$ cat src/rtl/adder_bist_ctrl_if.sv
// adder_bist_ctrl_if: bundle between the BIST sequencer and the adders under test.
//   master (sequencer): takes start/abort/seed/ref_sum/dut_sum and drives
//     op_a/op_b, busy/done/all_pass, the counters and first_fail_*.
//   slave (environment): the mirror image of master.
interface adder_bist_ctrl_if #(
  parameter int WIDTH = 64,
  parameter int CNT_W = 16
);
  logic             start;
  logic             abort;
  logic [31:0]      seed;
  logic [WIDTH-1:0] ref_sum;
  logic [WIDTH-1:0] dut_sum;
  logic [WIDTH-1:0] op_a;
  logic [WIDTH-1:0] op_b;
  logic             busy;
  logic             done;
  logic             all_pass;
  logic [CNT_W-1:0] test_count;
  logic [CNT_W-1:0] pass_count;
  logic [CNT_W-1:0] fail_count;
  logic [CNT_W-1:0] first_fail_idx;
  logic             first_fail_vld;
  modport master (
    input  start, abort, seed, ref_sum, dut_sum,
    output op_a, op_b, busy, done, all_pass,
           test_count, pass_count, fail_count, first_fail_idx, first_fail_vld
  );
  modport slave (
    output start, abort, seed, ref_sum, dut_sum,
    input  op_a, op_b, busy, done, all_pass,
           test_count, pass_count, fail_count, first_fail_idx, first_fail_vld
  );
endinterface

$ cat src/rtl/adder_bist_ctrl.sv
// adder_bist_ctrl: LFSR-driven BIST sequencer comparing a golden adder against a DUT adder.
//   clk, rst_n : clock (rising edge), asynchronous active-low reset.
//   bus        : adder_bist_ctrl_if.master (control, operands, sums, status, statistics).
module adder_bist_ctrl #(
  parameter int WIDTH         = 64,
  parameter int NUM_TESTS     = 10000,
  parameter int SETTLE_CYCLES = 1,
  parameter int CNT_W         = 16
) (
  input logic               clk,
  input logic               rst_n,
  adder_bist_ctrl_if.master bus
);
  localparam int K = (WIDTH + 31) / 32;
  typedef enum logic [2:0] {IDLE, GEN_A, GEN_B, SETTLE, CHECK, DONE} state_t;
  state_t           r_state, w_next;
  logic [31:0]      r_lfsr, w_draw;
  logic [WIDTH-1:0] r_sh_a, r_sh_b, r_op_a, r_op_b;
  logic [3:0]       r_cnt;
  logic [CNT_W-1:0] r_test, r_pass, r_fail, r_ffi, w_test_inc;
  logic             r_ffv, w_busy, w_start, w_abort, w_last;
  assign w_draw     = (r_lfsr >> 1) ^ (r_lfsr[0] ? 32'h8020_0003 : 32'h0);
  assign w_busy     = r_state inside {GEN_A, GEN_B, SETTLE, CHECK};
  assign w_abort    = bus.abort && w_busy;
  // abort outranks start even when the sequencer is idle
  assign w_start    = bus.start && !bus.abort && (r_state == IDLE || r_state == DONE);
  assign w_last     = (r_state == SETTLE) ? (r_cnt == 4'(SETTLE_CYCLES - 1)) : (r_cnt == 4'(K - 1));
  assign w_test_inc = r_test + 1'b1;
  always_comb begin
    w_next = r_state;
    case (r_state)
      IDLE, DONE: w_next = w_start ? GEN_A : r_state;
      GEN_A:      w_next = w_last ? GEN_B : GEN_A;
      GEN_B:      w_next = w_last ? SETTLE : GEN_B;
      SETTLE:     w_next = w_last ? CHECK : SETTLE;
      CHECK:      w_next = (w_test_inc == CNT_W'(NUM_TESTS)) ? DONE : GEN_A;
      default:    w_next = IDLE;
    endcase
    if (w_abort) w_next = IDLE;
  end
  always_ff @(posedge clk or negedge rst_n) begin
    if (!rst_n) begin
      r_state <= IDLE;
      r_cnt   <= '0;
    end else begin
      r_state <= w_next;
      r_cnt   <= (w_next != r_state) ? 4'd0 : r_cnt + 4'd1;
    end
  end
  // Shadows shift one 32-bit draw in per cycle; truncating to WIDTH leaves the
  // first draw in the most significant word once all K draws are in.
  always_ff @(posedge clk or negedge rst_n) begin
    if (!rst_n) begin
      r_lfsr <= 32'h1;
      r_sh_a <= '0;
      r_sh_b <= '0;
      r_op_a <= '0;
      r_op_b <= '0;
      r_test <= '0;
      r_pass <= '0;
      r_fail <= '0;
      r_ffi  <= '0;
      r_ffv  <= 1'b0;
    end else if (w_start) begin
      r_lfsr <= (bus.seed == 32'h0) ? 32'h1 : bus.seed;
      r_test <= '0;
      r_pass <= '0;
      r_fail <= '0;
      r_ffi  <= '0;
      r_ffv  <= 1'b0;
    end else if (!w_abort) begin
      if (r_state == GEN_A) begin
        r_lfsr <= w_draw;
        r_sh_a <= WIDTH'({r_sh_a, w_draw});
      end
      if (r_state == GEN_B) begin
        r_lfsr <= w_draw;
        r_sh_b <= WIDTH'({r_sh_b, w_draw});
        if (w_last) begin
          r_op_a <= r_sh_a;
          r_op_b <= WIDTH'({r_sh_b, w_draw});
        end
      end
      if (r_state == CHECK) begin
        r_test <= w_test_inc;
        if (bus.ref_sum == bus.dut_sum) r_pass <= r_pass + 1'b1;
        else begin
          r_fail <= r_fail + 1'b1;
          if (!r_ffv) begin
            r_ffi <= r_test;
            r_ffv <= 1'b1;
          end
        end
      end
    end
  end
  assign bus.op_a           = r_op_a;
  assign bus.op_b           = r_op_b;
  assign bus.busy           = w_busy;
  assign bus.done           = r_state == DONE;
  assign bus.all_pass       = (r_state == DONE) && (r_fail == '0) && (r_test == CNT_W'(NUM_TESTS));
  assign bus.test_count     = r_test;
  assign bus.pass_count     = r_pass;
  assign bus.fail_count     = r_fail;
  assign bus.first_fail_idx = r_ffi;
  assign bus.first_fail_vld = r_ffv;
endmodule

$ cat src/flat_wrapper.sv
// flat-port wrapper written by rule: the top's interface ports become plain ports
module adder_bist_ctrl_flat 
#(
  parameter int WIDTH         = 64,
  parameter int NUM_TESTS     = 10000,
  parameter int SETTLE_CYCLES = 1,
  parameter int CNT_W         = 16
)
  (clk, rst_n, bus_start, bus_abort, bus_seed, bus_ref_sum, bus_dut_sum, bus_op_a, bus_op_b, bus_busy, bus_done, bus_all_pass, bus_test_count, bus_pass_count, bus_fail_count, bus_first_fail_idx, bus_first_fail_vld);
  adder_bist_ctrl_if #(.WIDTH(WIDTH), .CNT_W(CNT_W)) bus_i ();
  input logic clk;
  input logic rst_n;
  input wire logic [$bits(bus_i.start)-1:0] bus_start;
  input wire logic [$bits(bus_i.abort)-1:0] bus_abort;
  input wire logic [$bits(bus_i.seed)-1:0] bus_seed;
  input wire logic [$bits(bus_i.ref_sum)-1:0] bus_ref_sum;
  input wire logic [$bits(bus_i.dut_sum)-1:0] bus_dut_sum;
  output wire logic [$bits(bus_i.op_a)-1:0] bus_op_a;
  output wire logic [$bits(bus_i.op_b)-1:0] bus_op_b;
  output wire logic [$bits(bus_i.busy)-1:0] bus_busy;
  output wire logic [$bits(bus_i.done)-1:0] bus_done;
  output wire logic [$bits(bus_i.all_pass)-1:0] bus_all_pass;
  output wire logic [$bits(bus_i.test_count)-1:0] bus_test_count;
  output wire logic [$bits(bus_i.pass_count)-1:0] bus_pass_count;
  output wire logic [$bits(bus_i.fail_count)-1:0] bus_fail_count;
  output wire logic [$bits(bus_i.first_fail_idx)-1:0] bus_first_fail_idx;
  output wire logic [$bits(bus_i.first_fail_vld)-1:0] bus_first_fail_vld;
  assign bus_i.start = bus_start;
  assign bus_i.abort = bus_abort;
  assign bus_i.seed = bus_seed;
  assign bus_i.ref_sum = bus_ref_sum;
  assign bus_i.dut_sum = bus_dut_sum;
  assign bus_op_a = bus_i.op_a;
  assign bus_op_b = bus_i.op_b;
  assign bus_busy = bus_i.busy;
  assign bus_done = bus_i.done;
  assign bus_all_pass = bus_i.all_pass;
  assign bus_test_count = bus_i.test_count;
  assign bus_pass_count = bus_i.pass_count;
  assign bus_fail_count = bus_i.fail_count;
  assign bus_first_fail_idx = bus_i.first_fail_idx;
  assign bus_first_fail_vld = bus_i.first_fail_vld;
  adder_bist_ctrl #(.WIDTH(WIDTH), .NUM_TESTS(NUM_TESTS), .SETTLE_CYCLES(SETTLE_CYCLES), .CNT_W(CNT_W)) u_core (.clk(clk), .rst_n(rst_n), .bus(bus_i));
endmodule
$ cat config.mk
export PLATFORM = sky130hd
export DESIGN_NAME = adder_bist_ctrl_flat
export DESIGN_NICKNAME = d
export VERILOG_FILES = /design/src/rtl/adder_bist_ctrl_if.sv /design/src/rtl/adder_bist_ctrl.sv /design/src/flat_wrapper.sv
export SDC_FILE = /design/constraint.sdc
export NUM_CORES = 1
export LEC_CHECK = 0
export CELL_PAD_IN_SITES_DETAIL_PLACEMENT = 0
export CELL_PAD_IN_SITES_GLOBAL_PLACEMENT = 1
export CORE_AREA = 2 2 222 180
export CTS_CLUSTER_SIZE = 24
export DETAILED_ROUTE_END_ITERATION = 8
export DIE_AREA = 0 0 224 182
export PLACE_DENSITY_LB_ADDON = 0.1
export SLEW_MARGIN = 10
export SYNTH_ARGS = -nofsm -noshare
export SYNTH_HDL_FRONTEND = slang
export SYNTH_SLANG_ARGS = --single-unit
$ cat constraint.sdc
create_clock -name clk -period 3.2 [get_ports clk]
set_input_delay 0.64 -clock clk [delete_from_list [all_inputs] [get_ports clk]]
set_output_delay 0.64 -clock clk [all_outputs]
set_load 0.05 [all_outputs]
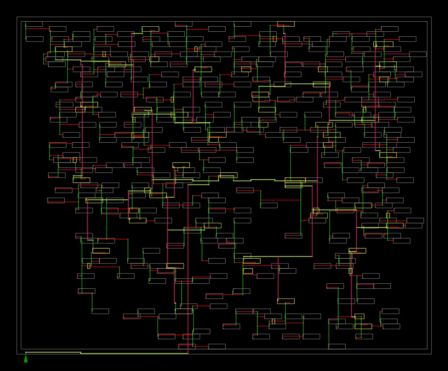
Fig. 1. Clock routing.
clk sinks: 328
Flop Count: 328
Num CTS Buffers: 37

==> results_slide.txt <==
Physical Implementation Snapshot

Final timing
  – Final setup TNS: 0 ns
  – Tcrit/Tclk final: 91.02%

Flow run
  – Max_cap viols: 0

Pwr
  – Switching share of power: 33.82%
  – Largest Pwr Group: registers
  – Peak supply drop: 365.5 uV

Cells and area
  – Buffering overhead: 19.57%
  – Register area: 0.008209 sq mm
  – Leading cell kind: flip-flops and latches

Logic synthesis
  – Syn. warnings: 0
  – Ys async rst share: 100.0%
  – Commonest flop: dfrtp_1
  – Dominant kind of combinational cell: multiplexers
  – Yosys aoi share: 5.904%

Die
  – Core area: 0.03879 sq mm
  – Starting Density: 38.24%
  – Tapcell Cnt: 502

Outcome
  – Outcome: completed

Clock tree
  – CTS tree: built

Routing
  – Metal2 WL: 19.54 mm

Placement
  – Dpl ws: 0.01450 ns
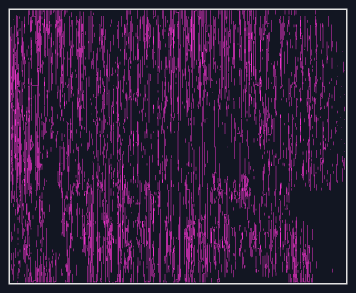
Fig. 2. M2 wires.
Drawn at 1.5 px/um.
wire length on this layer	19500 um
share of all routed wire	47%
main direction	vertical

Power is estimated from default activity; no workload was simulated.
